<file path="src/rtl/instr_encoder.sv">
// RV32I instruction encoder: packs decoded OP / OP_IMM / EBREAK requests into words,
// queues them with sequential byte addresses, and reports unencodable requests.
module instr_encoder #(
    parameter int unsigned DEPTH     = 4,
    parameter logic [31:0] BASE_ADDR = 32'h0000_0000
) (
    input  logic        clk,
    input  logic        rst_n,
    input  logic        flush,
    input  logic        in_valid,
    output logic        in_ready,
    input  logic [1:0]  in_kind,
    input  logic [2:0]  alu_op,
    input  logic [4:0]  alu_rs1,
    input  logic [4:0]  alu_rs2,
    input  logic [4:0]  alu_rd,
    input  logic        alu_rs2_neg,
    input  logic [31:0] imm,
    output logic        out_valid,
    input  logic        out_ready,
    output logic [31:0] out_instr,
    output logic [31:0] out_addr,
    output logic        err_valid,
    output logic [1:0]  err_code,
    output logic        err_sticky
);
    localparam int AW = (DEPTH > 1) ? $clog2(DEPTH) : 1;

    localparam logic [6:0]  OPC_OP     = 7'b0110011;
    localparam logic [6:0]  OPC_OP_IMM = 7'b0010011;
    localparam logic [31:0] EBREAK     = 32'h0010_0073;
    localparam logic [1:0]  ERR_NONE   = 2'b00;
    localparam logic [1:0]  ERR_IMM    = 2'b01;
    localparam logic [1:0]  ERR_NEG    = 2'b10;
    localparam logic [1:0]  ERR_KIND   = 2'b11;

    logic [31:0]   instr_mem [DEPTH];
    logic [31:0]   addr_mem  [DEPTH];
    logic [AW-1:0] wr_ptr_q, wr_ptr_d;
    logic [AW-1:0] rd_ptr_q, rd_ptr_d;
    logic [AW:0]   count_q, count_d;
    logic [31:0]   addr_q, addr_d;
    logic          err_valid_q;
    logic [1:0]    err_code_q;
    logic          err_sticky_q;

    logic          full, accept, push, pop, is_shift;
    logic [1:0]    enc_err;
    logic [31:0]   enc_word;
    logic [6:0]    f7;

    assign full      = (count_q == (AW+1)'(DEPTH));
    assign in_ready  = !full && !flush;
    assign out_valid = (count_q != '0);
    assign accept    = in_valid && in_ready;
    assign push      = accept && (enc_err == ERR_NONE);
    assign pop       = out_valid && out_ready;
    assign out_instr = out_valid ? instr_mem[rd_ptr_q] : 32'h0;
    assign out_addr  = out_valid ? addr_mem[rd_ptr_q]  : 32'h0;
    assign err_valid  = err_valid_q;
    assign err_code   = err_code_q;
    assign err_sticky = err_sticky_q;

    assign f7       = alu_rs2_neg ? 7'b0100000 : 7'b0000000;
    assign is_shift = (alu_op == 3'b001) || (alu_op == 3'b101);

    // Checks run in priority order: kind, then negation legality, then immediate range.
    always_comb begin
        enc_err  = ERR_NONE;
        enc_word = 32'h0;
        unique case (in_kind)
            2'b00: begin
                if (alu_rs2_neg && alu_op != 3'b000 && alu_op != 3'b101)
                    enc_err = ERR_NEG;
                enc_word = {f7, alu_rs2, alu_rs1, alu_op, alu_rd, OPC_OP};
            end
            2'b01: begin
                if (alu_rs2_neg && alu_op != 3'b101)
                    enc_err = ERR_NEG;
                else if (is_shift ? (imm[31:5] != '0)
                                  : !((imm[31:11] == '0) || (&imm[31:11])))
                    enc_err = ERR_IMM;
                if (is_shift)
                    enc_word = {f7, imm[4:0], alu_rs1, alu_op, alu_rd, OPC_OP_IMM};
                else
                    enc_word = {imm[11:0], alu_rs1, alu_op, alu_rd, OPC_OP_IMM};
            end
            2'b10:   enc_word = EBREAK;
            default: enc_err  = ERR_KIND;
        endcase
    end

    always_comb begin
        wr_ptr_d = wr_ptr_q;
        rd_ptr_d = rd_ptr_q;
        count_d  = count_q;
        addr_d   = addr_q;
        if (flush) begin
            wr_ptr_d = '0;
            rd_ptr_d = '0;
            count_d  = '0;
            addr_d   = BASE_ADDR;
        end else begin
            if (push) begin
                wr_ptr_d = wr_ptr_q + 1'b1;
                addr_d   = addr_q + 32'd4;
            end
            if (pop)
                rd_ptr_d = rd_ptr_q + 1'b1;
            if (push && !pop)
                count_d = count_q + 1'b1;
            else if (pop && !push)
                count_d = count_q - 1'b1;
        end
    end

    always_ff @(posedge clk or negedge rst_n) begin
        if (!rst_n) begin
            wr_ptr_q     <= '0;
            rd_ptr_q     <= '0;
            count_q      <= '0;
            addr_q       <= BASE_ADDR;
            err_valid_q  <= 1'b0;
            err_code_q   <= ERR_NONE;
            err_sticky_q <= 1'b0;
        end else begin
            wr_ptr_q    <= wr_ptr_d;
            rd_ptr_q    <= rd_ptr_d;
            count_q     <= count_d;
            addr_q      <= addr_d;
            err_valid_q <= accept && (enc_err != ERR_NONE);
            if (accept && (enc_err != ERR_NONE)) begin
                err_code_q   <= enc_err;
                err_sticky_q <= 1'b1;
            end
        end
    end

    // Storage needs no reset: out_valid gates every read.
    always_ff @(posedge clk) begin
        if (push) begin
            instr_mem[wr_ptr_q] <= enc_word;
            addr_mem[wr_ptr_q]  <= addr_q;
        end
    end
endmodule

</file>
<file path="config.mk">
export PLATFORM = sky130hd
export DESIGN_NAME = instr_encoder
export DESIGN_NICKNAME = d
export VERILOG_FILES = /design/src/rtl/instr_encoder.sv
export SDC_FILE = /design/constraint.sdc
export NUM_CORES = 1
export LEC_CHECK = 0
export CELL_PAD_IN_SITES_DETAIL_PLACEMENT = 1
export CELL_PAD_IN_SITES_GLOBAL_PLACEMENT = 1
export CORE_MARGIN = 4
export CORE_UTILIZATION = 48
export DETAILED_ROUTE_END_ITERATION = 7
export PLACE_DENSITY_LB_ADDON = 0.15
export SETUP_SLACK_MARGIN = 0.5
export SYNTH_ARGS = -nofsm -noshare
export SYNTH_HDL_FRONTEND = slang
export SYNTH_SLANG_ARGS = --single-unit
export TNS_END_PERCENT = 50
</file>
<file path="constraint.sdc">
create_clock -name clk -period 5.4 [get_ports clk]
set_input_delay 1.35 -clock clk [delete_from_list [all_inputs] [get_ports clk]]
set_output_delay 1.35 -clock clk [all_outputs]
set_load 0.02 [all_outputs]
</file>
Fig. 1: run 1, port wiring
(2 px per um)
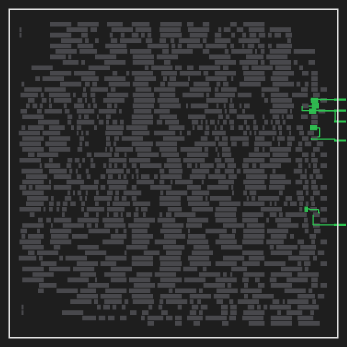
green -> alu_rs2  # bits 5, direction input, end cells 5, buffers 5, wire 110 um
Port Buffers: 123
# IOs: 128

Fig. 2: run 1, register map, names as in the netlist
(1.5 px per um)
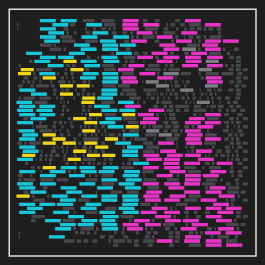
magenta -> instr_mem  # sequential cells 112
yellow -> addr_q  # sequential cells 30
cyan -> addr_mem  # sequential cells 120
sequential cell area share: 56.4%
Flop+latch power: 2430 uW
FF/Latch Area: 8000 um2

==> impl_metrics.tcl, run 1 <==
# implementation run metrics
set metrics [dict create \
    status "finished clean" \
    largest_reg_flops 120 \
    log.warning_count 30 \
    area_growth_pct 22.1 \
    design.core.area_um2 23600 \
    xor_area_share_pct 0.528 \
    min_path_cells 1 \
    flop_cell "edfxtp_1" \
    clock.fmax_mhz 221 \
    taps 319 \
    inv_count 12 \
    grt_pass1_vias 7493 \
    fp_util_pct 49.2 \
    timing.rr.start "count_q[2]" \
    h-tree-depth 1 \
    routedLengthMet1_um 11100 \
    rows 56 \
    most_common_cell "edfxtp_1" \
    slew_headroom_pct 29.7 \
    critPathMaxFanout 37 \
    place.gp.congestion 0.842 \
    holdBufCountCts 0 \
    routed-wl-met3_um 1370 \
    skew_ns 0.0250 \
    async_reset_ff_share_pct 15.0 \
    top_layer_used "met4" \
    cp_cell_sequence "buf_12 > mux4_2 > and2_1 > clkdlybuf4s50_1" \
    mostFrequentLayoutCells "232 x edfxtp_1, 122 x clkdlybuf4s50_1, 66 x and2_1, 58 x mux4_2, 39 x dfrtp_1" \
    clock_buffers 33 \
    cts_sinks 273 \
    logic_gates 373 \
    final_cell_area_um2 14200 \
    comb_power_share_pct 26.8 \
    fin_crit_sh_pct 83.6 \
    maxPowerGroup "registers" \
    grt_overflow 0 \
    globalRouteMet1Util_pct 27.5 \
    cts_setup_buffers 0 \
    yosys.area.top_type "edfxtp_1" \
    flops 273 \
    top_cell_area_share_pct 60.0 \
    critPathKind "flip-flop to primary output" \
    syn_area_per_cell_um2 16.5 \
    p_sw_uw 1680 \
    p_int_uw 4250 \
    lay_top_count "edfxtp_1" \
    cp_num_buf_inv 2 \
    routed-wl-met2_um 14500 \
    leakage_uw 0.00477 \
    fp.dieW_um 164 \
    synth.area.top_cells "edfxtp_1 60%, mux4_2 11%, dfrtp_1 8.8%, and2_1 3.6%, or4_1 1.9%" \
    power_density_nw_per_um2 418 \
    drt_wl_total_um 27300 \
    hold_viol 0 \
    clk_pin_slew_ns 0.06 \
    r2r_end "count_q[2]" \
    first_pass_iters 5 \
    cts_resized 0 \
    met2_usage_pct 37.2 \
    setup_tns_ns 0 \
    setup_slack_ns 0.883 \
    end_kind "primary output" \
    critical_path.max_stage_delay_ns 0.99 \
    use_met3_pct 2.75 \
    drc 0 \
    worstHoldStart "err_code[1]" \
    worstSetupPathDepth 4 \
    aoi_share_pct 4.47 \
    cts.root.buffer_cell "clkbuf_16" \
    combGateArea_um2 3380 \
    p_total_uw 5930 \
    pg_clk_uw 1910 \
    fillCellCount 2153 \
    powerComb_uw 1590 \
    pwr-share-seq_pct 41.0 \
    syn_area_um2 11600 \
    crit_family "flip-flops" \
    place_ws_ns 0.853 \
    antenna_left 0 \
    layout.nonclk_buf_share_pct 10.1 \
]
Fig. 3: run 1, routing congestion
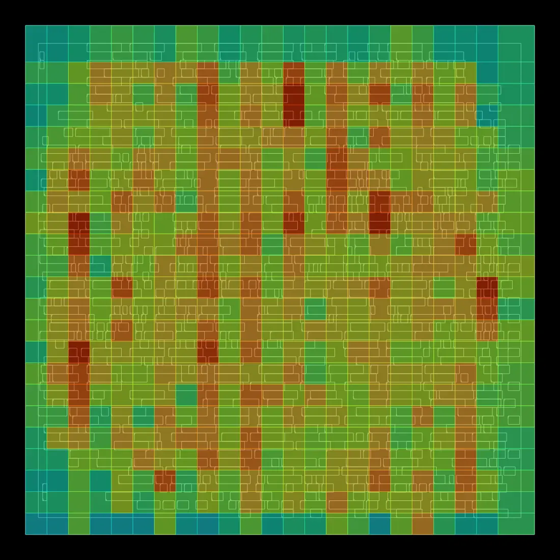
GRT busiest layer: met2
final core occ: 60.1%
gr usage total: 20.8%

Fig. 4: run 1, I/O pins on the die edge
(1.5 px per um) Pins as bars across the die edge, other pins in grey.
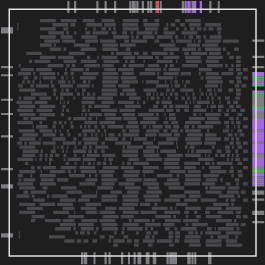

==> run 2, diff against run 1 <==
CORE_UTILIZATION = 43   (was 48)
clock period = 3.94 ns   (was 5.4 ns; I/O delays follow)
Fig. 5: run 2, I/O pins on the die edge
(1.5 px per um) Pins as bars across the die edge, other pins in grey.
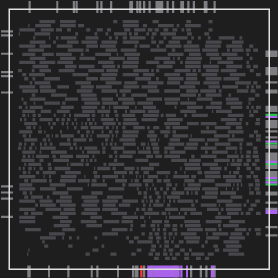
red -> flush  # pins 1, direction input, edge bottom
purple -> imm  # pins 32, direction input, edge 25 bottom, 7 right
green -> alu_rs2  # pins 5, direction input, edge right
Vert. Die Dim: 172 um
Die X: 172 um

==> impl_metrics.tcl, run 2 <==
# implementation run metrics
set metrics [dict create \
    largest_reg_flops 120 \
    end_kind "primary output" \
    cts_sinks 273 \
    p_sw_uw 2330 \
    layout.nonclk_buf_share_pct 11.0 \
    flops 273 \
    synth.area.top_cells "edfxtp_1 60%, mux4_2 11%, dfrtp_1 8.8%, and2_1 3.6%, or4_1 1.9%" \
    fp_util_pct 44.2 \
    leakage_uw 0.00520 \
    drt_wl_total_um 26800 \
    async_reset_ff_share_pct 15.0 \
    syn_area_per_cell_um2 16.5 \
    final_util_pct 54.5 \
    crit_family "buffers and inverters" \
    busiest_layer "met2" \
    status "finished clean" \
    yosys.area.top_type "edfxtp_1" \
    top_cell_area_share_pct 60.0 \
    worstHoldStart "err_sticky" \
    pg_seq_uw 3210 \
    comb_power_share_pct 28.6 \
    seq_share_pct 55.8 \
    h-tree-depth 1 \
    cts_setup_buffers 7 \
    port_buffers 123 \
    routed-wl-met2_um 14400 \
    grtUsageTotal_pct 18.2 \
    clock_buffers 34 \
    power_density_nw_per_um2 564 \
    setup_tns_ns 0 \
    drc 0 \
    cts.root.buffer_cell "clkbuf_16" \
    p_int_uw 5750 \
    area_growth_pct 23.5 \
    critPathKind "flip-flop to primary output" \
    worstSetupPathDepth 5 \
    grt_overflow 0 \
    flop_cell "edfxtp_1" \
    mostFrequentLayoutCells "232 x edfxtp_1, 77 x clkdlybuf4s50_1, 66 x and2_1, 58 x mux4_2, 39 x dfrtp_1" \
    cp_cell_sequence "buf_12 > buf_4 > mux4_2 > and2_1 > clkdlybuf4s50_1" \
    grt_pass1_vias 7538 \
    rows 59 \
    logic_gates 373 \
    design.core.area_um2 26300 \
    cp_num_buf_inv 3 \
    fin_crit_sh_pct 89.2 \
    maxPowerGroup "registers" \
    met2_usage_pct 33.8 \
    most_common_cell "edfxtp_1" \
    routed-wl-met3_um 973 \
    cts_resized 32 \
    globalRouteMet1Util_pct 22.6 \
    combGateArea_um2 3390 \
    slew_headroom_pct 31.0 \
    clock.fmax_mhz 285 \
    aoi_share_pct 4.47 \
]
Fig. 6: run 2, signal wires by layer
(2 px per um)
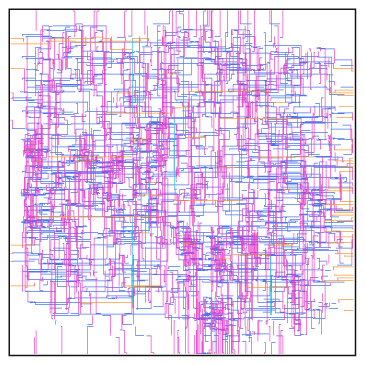
orange -> metal 3  # wire length 974 um
cyan -> metal 4  # wire length 379 um
blue -> metal 1  # wire length 11000 um
magenta -> metal 2  # wire length 14400 um

Power and IR drop assume default switching activity.
